### I/O nets highlighted, run 1

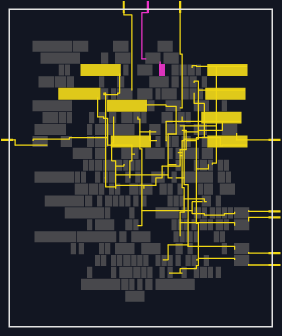
### Routed metal, one color a layer, run 1

Bar = 20 µm.
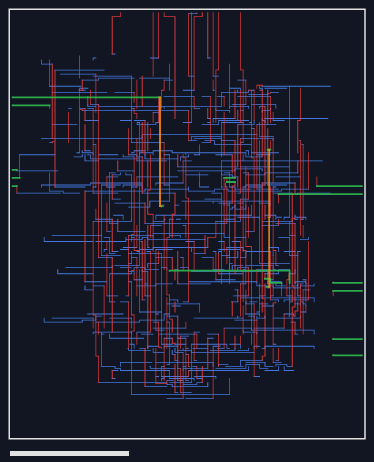
### Cells by drive strength, run 1

Bar = 20 µm.
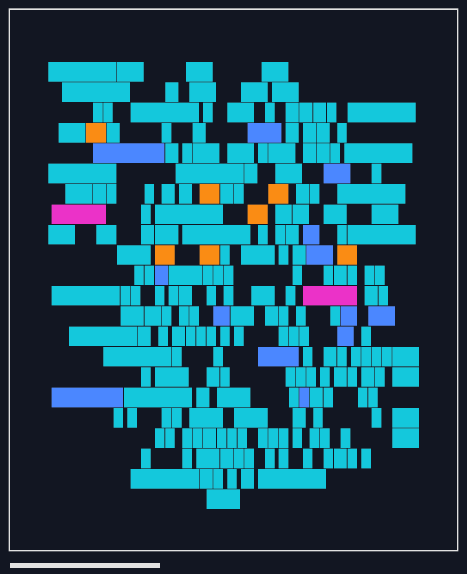
==> src/rtl/clk_div_n_50.sv <==
// Runtime-programmable divide-by-N clock generator with exact 50% duty for even and odd N.
// Divisor and enable are only sampled at period boundaries (or while idle), so clk_out never glitches.
module clk_div_n_50 #(
  parameter int W = 8
) (
  input  logic         clk,
  input  logic         rst_n,
  input  logic         en,
  input  logic [W-1:0] div,
  output logic         clk_out,
  output logic         tick,
  output logic         active,
  output logic [W-1:0] div_cur
);

  logic [W-1:0] cnt;
  logic [W-1:0] n_act;
  logic         p;
  logic         n;
  logic         load_ok;
  logic         boundary;
  logic [W-1:0] cnt_nxt;
  logic [W-1:0] half;

  assign load_ok  = en && (div >= W'(2));
  assign boundary = (cnt == n_act - W'(1));
  assign cnt_nxt  = cnt + W'(1);
  assign half     = n_act >> 1;

  // posedge phase: counter, divisor latch and high-phase flag
  always_ff @(posedge clk or negedge rst_n) begin
    if (!rst_n) begin
      cnt   <= '0;
      n_act <= '0;
      p     <= 1'b0;
      tick  <= 1'b0;
    end else if (n_act == '0) begin
      cnt <= '0;
      if (load_ok) begin
        n_act <= div;
        p     <= 1'b1;
        tick  <= 1'b1;
      end else begin
        p    <= 1'b0;
        tick <= 1'b0;
      end
    end else if (boundary) begin
      // The wrap is decided by compare, so N = 2^W-1 never relies on carry-out.
      cnt <= '0;
      if (load_ok) begin
        n_act <= div;
        p     <= 1'b1;
        tick  <= 1'b1;
      end else begin
        n_act <= '0;
        p     <= 1'b0;
        tick  <= 1'b0;
      end
    end else begin
      cnt  <= cnt_nxt;
      p    <= (cnt_nxt < half);
      tick <= 1'b0;
    end
  end

  // negedge phase: half-cycle stretch of the high phase for odd N
  always_ff @(negedge clk or negedge rst_n) begin
    if (!rst_n) begin
      n <= 1'b0;
    end else begin
      n <= p;
    end
  end

  // Select only on the registered divisor; it changes at boundaries where p and n are both low.
  assign clk_out = n_act[0] ? (p | n) : p;
  assign active  = (n_act != '0);
  assign div_cur = n_act;

endmodule
==> config.mk <==
export PLATFORM = sky130hd
export DESIGN_NAME = clk_div_n_50
export DESIGN_NICKNAME = d
export VERILOG_FILES = /design/src/rtl/clk_div_n_50.sv
export SDC_FILE = /design/constraint.sdc
export NUM_CORES = 1
export LEC_CHECK = 0
export ABC_AREA = 1
export CAP_MARGIN = 20
export CORE_ASPECT_RATIO = 1.25
export CORE_MARGIN = 5
export CORE_UTILIZATION = 44
export CTS_CLUSTER_SIZE = 40
export DETAILED_ROUTE_END_ITERATION = 10
export HOLD_SLACK_MARGIN = 0.1
export PLACE_DENSITY = 0.65
export SYNTH_ARGS = -nofsm -noshare
export SYNTH_HDL_FRONTEND = slang
export SYNTH_SLANG_ARGS = --single-unit
==> constraint.sdc <==
create_clock -name clk -period 2.16 [get_ports clk]
set_input_delay 0.216 -clock clk [delete_from_list [all_inputs] [get_ports clk]]
set_output_delay 0.216 -clock clk [all_outputs]
set_load 0.05 [all_outputs]
==> flow_summary.toml, run 1 <==
# synthesis and place-and-route metrics
[outcome]
outcome = "finished with violations"
violations = "negative setup slack"

[yosys]
yosysCellCount = 196
ys_warn_count = 0
syn-cell-area_um2 = 1360
synth_top_area_share_pct = 33.1
yosys_most_used_dff = "dfrtp_1"
largest_area_cell = "dfrtp_1"
synth_seq_share_pct = 34.9
synth_cell_types = 23
ys_ff = 19
syn_nets = 216
synthTopCellsByArea = "dfrtp_1 33%, nand2_1 15%, nand3_1 11%, ha_1 8.3%, inv_1 7.7%"
ys_async_sr_fraction_pct = 100
synthCells = 196
synth-edff-count = 0
synth_area_per_cell_um2 = 6.95
ys_chip_area_um2 = 1360

[final_layout]
n_antenna_cell = 0
nets = 243
fin_cells = 258
fin_util_pct = 56.3
nFillCells = 302
drive_gt1_share_pct = 9.91

[placement]
place_inst = 254
place_ws_ps = 145
gp_congestion = 0.849
portBuffers = 21
hpwl_mm = 2.64

[cts]
cts_tree = "yes"
clockRootBuffer = "clkbuf_4"
clk_latency_ps = 300
htreeDepth = 1
numCtsBuffers = 3
clkTransAtPathRegs_ps = 120
clock_sinks = 19
cts_max_path_buffers = 2

[final_timing]
hold_viol = 0
drv_slew = 0
clock_skew_ps = 8.98
fin_ws_ps = -137
tightest_slew_ps = 509
grt_setup_unrepaired = "yes"
setup_viol = 1
slew-limit-headroom_pct = 65.9
hold-worst-slack_ps = 270

[critical_path]
path_class = "register to output pin"
crit_required_ps = 1940
worstSetupStartpointType = "register"
crit_arrival_ps = 2080
path_max_fanout = 1

[route]
finalWirelength_mm = 3.26
drt_iter0_markers = 57
drc = 0
ant_nets = 0
drt_pre_antenna_iters = 4

[grt]
grt_pass1_vias = 1271
grt_max_degree = 19
track_usage_pct = 16.3
gr-total-overflow = 0
grt_first_pass_wirelength_mm = 5.52
antenna_found_initial = 0

[worst_hold_path]
min_path_type = "input pin to asynchronous set/reset pin"

[floorplan]
ios = 22
fp_util_pct = 45.8
die_w_um = 59.8
dieArea_um2 = 4310
num_rows = 22
fp.dieH_um = 72.2

[flow_run]
warnings = 29
cap_violations = 0

[power]
p_leak_nw = 0.875
finalPower_w = 0.00271
cellPowerDensity_nw_per_um2 = 1620
Notes on 'I/O nets highlighted' above:
[magenta] `en` | bits: 1 | direction: input | edge: top | end cells: 1 | buffers: 1 | wire: 14.9 µm
[yellow] `div_cur` | bits: 8 | direction: output | edge: 5 right, 2 top, 1 left | end cells: 8 | buffers: 9 | wire: 594 µm

Notes on 'Routed metal, one color a layer' above:
[red] met2 | wire length: 1650 µm
[orange] met4 | wire length: 41.5 µm
[blue] met1 | wire length: 1470 µm
[green] met3 | wire length: 104 µm
drt wl/cell: 12.6 µm
DR vias: 1300

Notes on 'Cells by drive strength' above:
[cyan] drive 1 or less | cells: 200
[orange] drive 3 to 4 | cells: 7
[blue] drive 2 | cells: 13
[magenta] drive 6 and up | cells: 2
area delta synth->final: 22.9%
PnR worst setup slack: -137 ps
Non-clk bufs: 24
Final Cell Area: 1670 µm²

==> run 1: final timing paths <==
| kind | start | to | slack (ps) | cells past startpoint |
|---|---|---|---|---|
| min in group clk | div[0] | div_cur[0] | 450 | 3 |
| setup reg to reg | cnt[0] | p | 200 | 12 |
| setup / recovery | n | clk_out | -140 | 2 |
| hold reg to reg | cnt[0] | cnt[0] | 520 | 1 |
| hold / removal | rst_n | div_cur[0] | 270 | 2 |
| max in group asynchronous | rst_n | n | 1000 | 1 |
==> run 1: routing by layer <==
metal / vias up / wire [µm] / global-route usage, %
li1: 678 / - / -
met4: 0 / 41 / 3.45
met3: 4 / 104 / 2.85
met5: - / 0 / 0
met1: 597 / 1470 / 21.5
met2: 21 / 1650 / 27.5
==> run 1: final cells by class <==
| class | count | area [µm²] | area share (%) |
|---|---|---|---|
| inverter | 29 | 109 | 6.51 |
| multi-input combinational | 146 | 773 | 46.2 |
| sequential | 19 | 478 | 28.6 |
| clock inverter | 1 | 5.00 | 0.299 |
| timing repair buffer | 24 | 240 | 14.4 |
| tap | 36 | 45.0 | 2.69 |
| clock buffer | 3 | 22.5 | 1.35 |
==> run 1: synthesized netlist by cell type (2+ instances only) <==
cell / instances
nand3_1: 29
ha_1: 9
xnor2_1: 2
a21oi_1: 3
dfrtp_1: 18
nor3_1: 5
nor2_2: 3
xor2_1: 4
nand2_1: 53
inv_1: 28
nand4_1: 2
nor2_1: 26
o21ai_0: 4
==> run 1: state kept, by name, indices dropped and copies added, names as in the netlist <==
| name | flops |
|---|---|
| div_cur | 8 |
| tick | 1 |
| n | 1 |
| cnt | 8 |
| p | 1 |
==> run 1: layout by cell type, fill, tap and decap left out, types with 4 or more instances in the layout <==
cell,n
clkdlybuf4s50_1,19
dfrtp_1,16
nor2_1,26
xor2_1,4
nand2_1,53
nor3_1,5
inv_1,28
nand3_1,27
ha_1,8
buf_4,4
==> run 1: worst max-delay path: stages (launching register included) <==
cell and delay [ps]:
dfrtn_1 410, a21o_1 160, buf_12 140
==> run 1: kinds of logic after synthesis <==
kind of cell	share of synthesized area, %
DFF	34.9
adders and majority gates	8.27
and+or+nand+nor	39.1
AOI/OAI and AO/OA	4.04
xor gates and xnor gates	3.86
buffers and inverters	9.83
==> run 1: where the power goes <==
group | switching [W] | internal [W] | total, W
sequential | 0.000197 | 0.000503 | 0.000701
combinational | 0.00115 | 0.000674 | 0.00183
clock | 0.000119 | 0.0000689 | 0.000187
total | 0.00147 | 0.00125 | 0.00271
==> run 1: per-stage QoR <==
| step | setup TNS [ps] | cell area (µm²) |
|---|---|---|
| 2_1_floorplan | 0 | 1370 |
| 3_3_place_gp | 0 | 1630 |
| 3_5_place_dp | 0 | 1630 |
| 4_1_cts | -132 | 1660 |
| 5_1_grt | -181 | 1670 |
| 6_report | -137 | 1670 |
==> run 1: repair_timing <==
item,CTS,global route
hold buffers,0,0
pin swaps,1,1
endpoints found under the hold margin,0,0
setup endpoints to repair,1,10
gates resized,0,5
setup buffers,0,0
### Zoomed window, run 1

Window x 15 to 45, y 21 to 51 µm. Cells in gray, sequential cells in the stronger gray; small squares are vias.
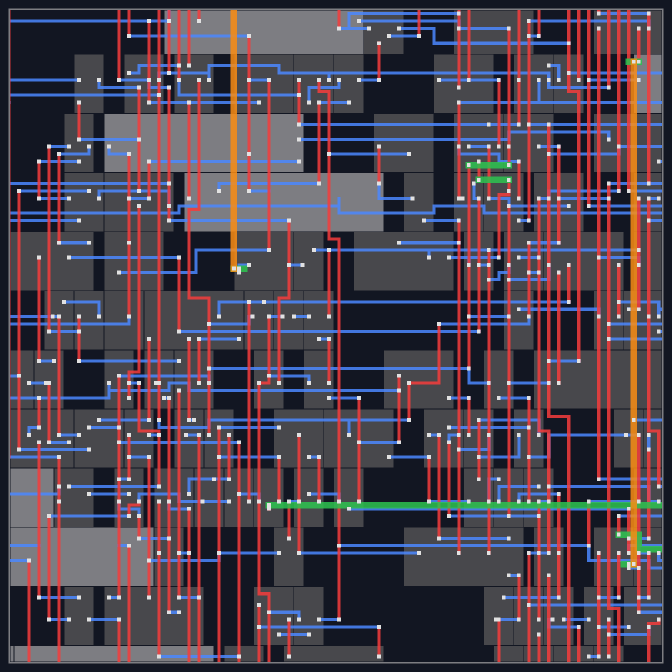

==> inputs of run 2 (changes only) <==
- CAP_MARGIN: 20 -> unset
- CORE_UTILIZATION: 44 -> 45
- GPL_ROUTABILITY_DRIVEN: unset -> 0
- PLACE_DENSITY: 0.65 -> 0.66
### Zoomed window, run 2

Window x 15 to 45, y 21 to 51 µm. Cells in gray, sequential cells in the stronger gray; small squares are vias.
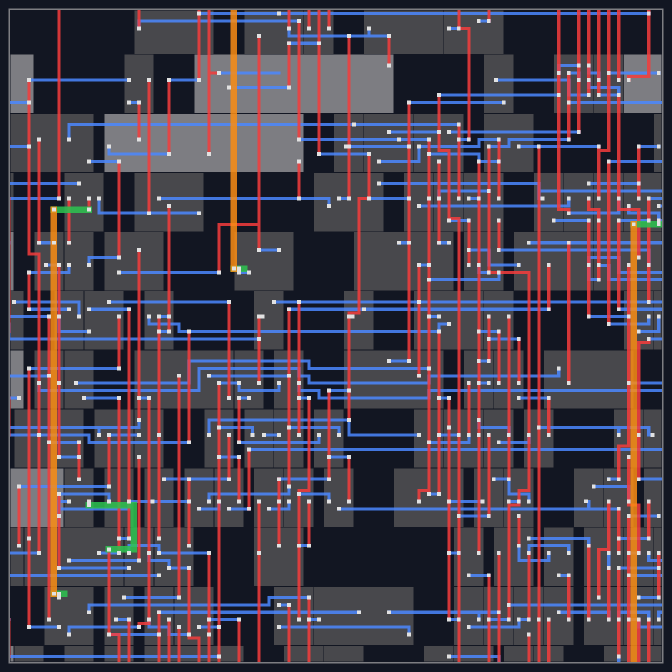
[orange] met4
[green] met3
[blue] met1
[red] met2
most frequent: nand2_1 (27), nor2_1 (16), inv_1 (13)
cells with their middle in the window: 98
netlist names of flops here include: `cnt` (1), `div_cur` (1)
sequential cells in the window: 2

==> flow_summary.toml, run 2 <==
# synthesis and place-and-route metrics
[cts]
numCtsBuffers = 3
cts_tree = "yes"
cts_max_path_buffers = 2
clockRootBuffer = "clkbuf_4"
clk_latency_ps = 290
clkTransAtPathRegs_ps = 120
clock_sinks = 19

[yosys]
ys_ff = 19
syn_nets = 216
largest_area_cell = "dfrtp_1"
ys_chip_area_um2 = 1360
ys_warn_count = 0
yosys_most_used_dff = "dfrtp_1"
syn-cell-area_um2 = 1360
synth_top_area_share_pct = 33.1
synthCells = 196
synth_area_per_cell_um2 = 6.95
ys_async_sr_fraction_pct = 100
synthTopCellsByArea = "dfrtp_1 33%, nand2_1 15%, nand3_1 11%, ha_1 8.3%, inv_1 7.7%"
most_common_cell = "nand2_1"
synth_seq_share_pct = 34.9
synth-edff-count = 0
ys_top_cells_by_count = "53 x nand2_1, 29 x nand3_1, 28 x inv_1"

[critical_path]
r2r_slack_ps = 140
crit_slowest_cell = "dfrtn_1"
cp_top_family = "flip-flops"
cp_cell_sequence = "a21o_1 -> buf_12"
rr_endpoint = "p"
crit_required_ps = 1940
rr_startpoint = "cnt[0]"
endpoint = "clk_out"
crit_cells = 2
path_buffers = 1
max_stage_delay_ps = 400
startpoint = "n"
worstSetupStartpointType = "register"
crit_arrival_ps = 2060
path_max_fanout = 1

[worst_hold_path]
min_path_type = "input pin to asynchronous set/reset pin"

[route]
ant_nets = 0
drt_iter0_markers = 31
drt_pre_antenna_iters = 4
drc = 0
finalWirelength_mm = 3.29

[final_timing]
setup_viol = 1
tightest_slew_ps = 509
finalSetupTns_ps = -118
slew-limit-headroom_pct = 66.0
clock_skew_ps = 8.09
grt_setup_unrepaired = "yes"
fin_ws_ps = -118
drv_slew = 0

[grt]
antenna_found_initial = 0
grt_pass1_vias = 1302
gr-total-overflow = 0
track_usage_pct = 16.7

[placement]
hpwl_mm = 2.65

[power]
p_leak_nw = 0.876

[final_layout]
nFillCells = 317
n_antenna_cell = 0
drive_gt1_share_pct = 9.01
syn_to_final_growth_pct = 22.0
lay_top_cells = "53 x nand2_1, 28 x inv_1, 27 x nand3_1, 26 x nor2_1, 19 x clkdlybuf4s50_1"

[floorplan]
die_w_um = 59.2
fp_util_pct = 46.7
num_rows = 22

[outcome]
violations = "negative setup slack"
outcome = "finished with violations"

[flow_run]
warnings = 29
cap_violations = 0
### I/O nets highlighted, run 2

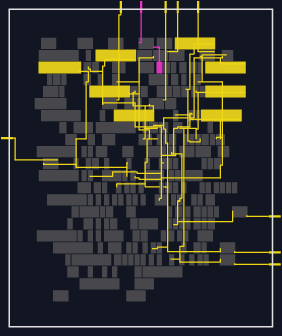
IO Count: 22
# port buffers: 21

==> run 2: cell counts after synthesis <==
No cell type changed its count.
==> run 2: repair_timing <==
| action | 4_1_cts | 5_1_grt |
|---|---|---|
| resized | 0 | 1 |
| cloned | 0 | 0 |
| hold buffers | 0 | 0 |
| setup endpoints to repair | 1 | 10 |
| pin swaps | 1 | 0 |
| setup buffers | 0 | 0 |
==> run 2: routing by layer <==
metal | GRT usage [%] | vias to the layer above | part of all wire, %
met5 | 0 | - | 0
met4 | 6.05 | 0 | 1.7
met3 | 2.70 | 6 | 3.7
met2 | 28.2 | 29 | 50
met1 | 21.1 | 613 | 44
li1 | - | 670 | -
==> run 2: power breakdown <==
group	internal [W]	switching (W)
Clock	0.0000688	0.000111
Combinational	0.000666	0.00114
Sequential	0.000502	0.000194
Total	0.00124	0.00145
==> run 2: worst min path at each step <==
stage	startpoint	end
6_report	rst_n	p
3_3_place_gp	cnt[0]	cnt[0]
5_1_grt	rst_n	p
3_5_place_dp	cnt[0]	cnt[0]
2_1_floorplan	rst_n	cnt[0]
4_1_cts	rst_n	cnt[3]
==> run 2: per-stage QoR <==
stage / instance area, µm² / utilization [%] / std cells / power (W) / hold slack, ps
3_5_place_dp: 1630 / 55.8 / 254 / 0.00249 / 546
6_report: 1660 / 56.9 / 258 / 0.00268 / 309
3_3_place_gp: 1630 / 55.8 / 254 / 0.00245 / 538
2_1_floorplan: 1370 / - / 196 / 0.00201 / -79.6
4_1_cts: 1660 / 56.7 / 258 / 0.00269 / 328
5_1_grt: 1660 / 56.9 / 258 / 0.00296 / 334
==> run 2: final cells by class <==
type | instances | area, µm² | area share [%]
clock buffers | 3 | 22.5 | 1.36
clock inverters | 1 | 5.00 | 0.301
inverters | 29 | 109 | 6.56
multi-input cells | 146 | 762 | 45.9
flip-flops and latches | 19 | 477 | 28.7
well taps | 36 | 45.0 | 2.71
repair buffers | 24 | 240 | 14.5
==> run 2: cell families (layout without fill, tap and decap cells) <==
group                    after synthesis  count (layout)  share of synthesized area (%)
AND-OR/OR-AND                          9               9                           4.04
XOR/XNOR                               6               6                           3.86
adder cells (fa/ha/maj)                9               9                           8.27
buffers and inverters                 31              57                           9.83
flip-flops                            19              19                           34.9
AND/OR/NAND/NOR                      122             122                           39.1
No activity file was given, so power comes from the tool's default toggle rates.
